[src/rtl/cmp_share_sched.sv]
// -----------------------------------------------------------------------------
// cmp_share_sched
//   Shares one unsigned magnitude comparator between NUM_REQ requesters.
//   A round-robin arbiter accepts one (A, B) pair at a time. The pair is
//   latched, then compared. The one-hot lt/eq/gt result is returned with the
//   owning requester id on a single valid/ready response port.
//
//   Optional feature: define CMP_SHARE_STATS_EN to add saturating 16-bit
//   per-outcome response counters (stat_lt / stat_eq / stat_gt).
//
// Ports
//   clk        in   clock, rising edge
//   rst        in   synchronous active-high reset
//   req_valid  in   [NUM_REQ]        per-requester request valid
//   req_ready  out  [NUM_REQ]        per-requester accept (one-hot or zero)
//   req_a      in   [NUM_REQ*WIDTH]  packed A operands, slice i*WIDTH +: WIDTH
//   req_b      in   [NUM_REQ*WIDTH]  packed B operands, same packing
//   rsp_valid  out  result valid
//   rsp_ready  in   downstream accepts result
//   rsp_id     out  [ID_W] requester that owns the result
//   rsp_lt     out  A < B
//   rsp_eq     out  A == B
//   rsp_gt     out  A > B
//   stat_lt/eq/gt  out [16]  response counters (CMP_SHARE_STATS_EN only)
//
// FSM states
//   state  | meaning
//   IDLE   | arbitrate; grant and latch operands of the winning requester
//   CMP    | compare latched operands, load result registers
//   RESP   | hold result until the response handshake
// -----------------------------------------------------------------------------
module cmp_share_sched #(
    parameter int  NUM_REQ = 4,
    parameter int  WIDTH   = 4,
    localparam int ID_W    = $clog2(NUM_REQ)
) (
    input  logic                     clk,
    input  logic                     rst,
    input  logic [NUM_REQ-1:0]       req_valid,
    output logic [NUM_REQ-1:0]       req_ready,
    input  logic [NUM_REQ*WIDTH-1:0] req_a,
    input  logic [NUM_REQ*WIDTH-1:0] req_b,
    output logic                     rsp_valid,
    input  logic                     rsp_ready,
    output logic [ID_W-1:0]          rsp_id,
    output logic                     rsp_lt,
    output logic                     rsp_eq,
    output logic                     rsp_gt
`ifdef CMP_SHARE_STATS_EN
    ,
    output logic [15:0]              stat_lt,
    output logic [15:0]              stat_eq,
    output logic [15:0]              stat_gt
`endif
);

    typedef enum logic [1:0] {
        S_IDLE = 2'd0,
        S_CMP  = 2'd1,
        S_RESP = 2'd2
    } state_t;

    state_t            state_q, state_d;
    logic [ID_W-1:0]   rr_ptr_q, rr_ptr_d;
    logic [WIDTH-1:0]  a_q, a_d;
    logic [WIDTH-1:0]  b_q, b_d;
    logic [ID_W-1:0]   id_q, id_d;
    logic              rsp_valid_q, rsp_valid_d;
    logic [ID_W-1:0]   rsp_id_q, rsp_id_d;
    logic              rsp_lt_q, rsp_lt_d;
    logic              rsp_eq_q, rsp_eq_d;
    logic              rsp_gt_q, rsp_gt_d;

    logic              gnt_found;
    logic [ID_W-1:0]   gnt_id;
    logic [ID_W:0]     scan;

    // Search upward from rr_ptr with wrap; the extra bit keeps the sum from
    // overflowing before the wrap correction for non-power-of-two NUM_REQ.
    always_comb begin
        gnt_found = 1'b0;
        gnt_id    = '0;
        scan      = '0;
        for (int i = 0; i < NUM_REQ; i++) begin
            scan = {1'b0, rr_ptr_q} + (ID_W+1)'(i);
            if (scan >= (ID_W+1)'(NUM_REQ)) begin
                scan = scan - (ID_W+1)'(NUM_REQ);
            end
            if (!gnt_found && req_valid[scan[ID_W-1:0]]) begin
                gnt_found = 1'b1;
                gnt_id    = scan[ID_W-1:0];
            end
        end
    end

    always_comb begin
        state_d     = state_q;
        rr_ptr_d    = rr_ptr_q;
        a_d         = a_q;
        b_d         = b_q;
        id_d        = id_q;
        rsp_valid_d = rsp_valid_q;
        rsp_id_d    = rsp_id_q;
        rsp_lt_d    = rsp_lt_q;
        rsp_eq_d    = rsp_eq_q;
        rsp_gt_d    = rsp_gt_q;
        req_ready   = '0;

        case (state_q)
            S_IDLE: begin
                if (gnt_found) begin
                    req_ready[gnt_id] = 1'b1;
                    a_d     = req_a[gnt_id*WIDTH +: WIDTH];
                    b_d     = req_b[gnt_id*WIDTH +: WIDTH];
                    id_d    = gnt_id;
                    state_d = S_CMP;
                end
            end
            S_CMP: begin
                rsp_lt_d    = (a_q <  b_q);
                rsp_eq_d    = (a_q == b_q);
                rsp_gt_d    = (a_q >  b_q);
                rsp_id_d    = id_q;
                rsp_valid_d = 1'b1;
                state_d     = S_RESP;
            end
            S_RESP: begin
                if (rsp_ready) begin
                    rsp_valid_d = 1'b0;
                    rr_ptr_d    = (rsp_id_q == ID_W'(NUM_REQ-1)) ? '0 : rsp_id_q + ID_W'(1);
                    state_d     = S_IDLE;
                end
            end
            default: begin
                state_d = S_IDLE;
            end
        endcase

        // No accept while in reset: the grant would be discarded by the reset.
        if (rst) begin
            req_ready = '0;
        end
    end

    always_ff @(posedge clk) begin
        if (rst) begin
            state_q     <= S_IDLE;
            rr_ptr_q    <= '0;
            a_q         <= '0;
            b_q         <= '0;
            id_q        <= '0;
            rsp_valid_q <= 1'b0;
            rsp_id_q    <= '0;
            rsp_lt_q    <= 1'b0;
            rsp_eq_q    <= 1'b0;
            rsp_gt_q    <= 1'b0;
        end else begin
            state_q     <= state_d;
            rr_ptr_q    <= rr_ptr_d;
            a_q         <= a_d;
            b_q         <= b_d;
            id_q        <= id_d;
            rsp_valid_q <= rsp_valid_d;
            rsp_id_q    <= rsp_id_d;
            rsp_lt_q    <= rsp_lt_d;
            rsp_eq_q    <= rsp_eq_d;
            rsp_gt_q    <= rsp_gt_d;
        end
    end

    assign rsp_valid = rsp_valid_q;
    assign rsp_id    = rsp_id_q;
    assign rsp_lt    = rsp_lt_q;
    assign rsp_eq    = rsp_eq_q;
    assign rsp_gt    = rsp_gt_q;

`ifdef CMP_SHARE_STATS_EN
    logic [15:0] stat_lt_q;
    logic [15:0] stat_eq_q;
    logic [15:0] stat_gt_q;
    logic        rsp_fire;

    assign rsp_fire = rsp_valid_q && rsp_ready;

    always_ff @(posedge clk) begin
        if (rst) begin
            stat_lt_q <= '0;
            stat_eq_q <= '0;
            stat_gt_q <= '0;
        end else if (rsp_fire) begin
            if (rsp_lt_q && (stat_lt_q != 16'hFFFF)) stat_lt_q <= stat_lt_q + 16'd1;
            if (rsp_eq_q && (stat_eq_q != 16'hFFFF)) stat_eq_q <= stat_eq_q + 16'd1;
            if (rsp_gt_q && (stat_gt_q != 16'hFFFF)) stat_gt_q <= stat_gt_q + 16'd1;
        end
    end

    assign stat_lt = stat_lt_q;
    assign stat_eq = stat_eq_q;
    assign stat_gt = stat_gt_q;
`endif

endmodule

[config.mk]
export PLATFORM = sky130hd
export DESIGN_NAME = cmp_share_sched
export DESIGN_NICKNAME = d
export VERILOG_FILES = /design/src/rtl/cmp_share_sched.sv
export SDC_FILE = /design/constraint.sdc
export NUM_CORES = 1
export LEC_CHECK = 0
export ABC_CLOCK_PERIOD_IN_PS = 2500
export CORE_ASPECT_RATIO = 0.9
export CORE_MARGIN = 1.5
export CORE_UTILIZATION = 47
export CTS_BUF_LIST = sky130_fd_sc_hd__clkbuf_4 sky130_fd_sc_hd__clkbuf_8
export CTS_CLUSTER_SIZE = 30
export DETAILED_ROUTE_END_ITERATION = 8
export GPL_ROUTABILITY_DRIVEN = 0
export PLACE_DENSITY = 0.87
export RECOVER_POWER = 100
export SLEW_MARGIN = 20
export SYNTH_ARGS = -nofsm -noshare
export SYNTH_HDL_FRONTEND = slang
export SYNTH_SLANG_ARGS = --single-unit
export TNS_END_PERCENT = 1
[constraint.sdc]
create_clock -name clk -period 2.5 [get_ports clk]
set_input_delay 0.5 -clock clk [delete_from_list [all_inputs] [get_ports clk]]
set_output_delay 0.5 -clock clk [all_outputs]
set_load 0.005 [all_outputs]
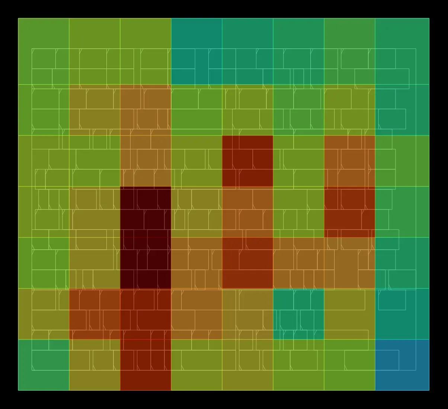
*Track usage over the die*
global routing met3 resource utilization: 6.70%
busiest grt layer: met2
total track usage: 29.5%

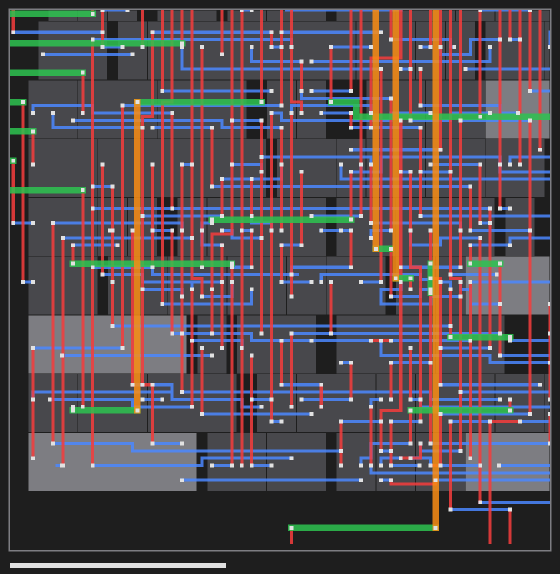
*A small window of the routed layout*
The bar under the picture is 10 um long. Region (1, 0) to (26, 25) um. Cells in gray, sequential cells in the stronger gray; small squares are vias.
color	layer
orange	M4
blue	M1
green	M3
red	M2
cells with their middle in the window	58
netlist names of flops here include	rr_ptr_q (2), rsp_id (2)
most frequent	buf_4 (12), nor2_1 (7), dlygate4sd2_1 (5)
sequential cells in the window	4

==> notes.md <==
impl run done, here's what came out: via count between 1k and 1.5k, endpoint class of the critical path primary output, routed metal-1 wire length about 1.7 mm, Post-synth ARST share 0%, Biggest Area Class logic gates, Seq cells 20, Ports ~49, Required @ worst endpoint about 2.0 ns, Top Registers a_q x4, b_q x4, logic share of the area 37.8%, crit share post-route 98.6%, Comb pwr share 33.2%, final core utilization a little under nine tenths, Top cell excl fill/tap clkdlybuf4s50_1, Post-Synthesis Cells approximately 130, CTS tree yes, Syn Area/Cell 9.22 um^2, DRC viols 0, Critical R2R Launch rr_ptr_q[1], worst hold path type register to register, Synth Cell Area between 0.001 and 0.0015 mm^2, clk root buf clkbuf_4, M2 GR Usage just over 50%, clock-net power around 270 uW, DP Area between 0.0015 and 0.002 mm^2, # Cells Yosys approximately 130, CP max stage delay between 0.3 and 0.4 ns, CP max stage cell a311oi_2, Max Clk Rate approximately 0.41 GHz, clock skew between 0.005 and 0.006 ns, Tmin final ~2.5 ns, Core Region 0.00226 mm^2, first-pass GRT wire length 6.32 mm, Routed WL per cell 17.0 um, CP Data Arrival Time slightly below 2 ns, # nets final about 250, comb pwr 323 uW, Setup Buffers After CTS 7, M1 GR Usage 35.9%, final setup vio count 0, Yosys warnings 0, post-route ant nets 0, clock slew at reported path FFs around 0.11 ns, FF-to-FF path depth 6, P_sw about 270 uW, Top pwr grp sequential cells, max_slew headroom between 50% and 60%, adder-cell area share of the yosys netlist under 10%, MUX area fraction 17.1%, Int Pwr between 700 and 800 uW, area leader, netlist dfxtp_1, nonclk inv count 7, Final Power roughly 970 uW, chip area approximately 0.0028 mm^2, status completed, Finished Cell Area between 0.0015 and 0.002 mm^2, min-delay src rsp_gt, CTS Sinks 20, Top cells by area dfxtp_1, mux2i_1, ha_1, largest net degree at the start of global routing 19, area growth from synthesis to layout 64.6%, met3 WL ~220 um, CP Max Fanout 3, worst setup path startpoint req_valid[2], Power Density slightly above 500 mW/mm^2, final hold viol count 0, synth cell count leaders dfxtp_1, mux2i_1, nor2_1, antenna diode count 0, maxcap violations 0, logic area between 700 and 800 um^2, Log Warnings 27, DRT Pass-1 Iters 4, Flop pwr share about two fifths, share of cells above drive strength 1 ~18%, TAP cells 27, yosys stat chip area roughly 0.0012 mm^2, worst setup path end req_ready[3], ys flops 20, Seq group approximately 380 uW
Power figures rest on the tool's default switching activity, not on a simulated workload.
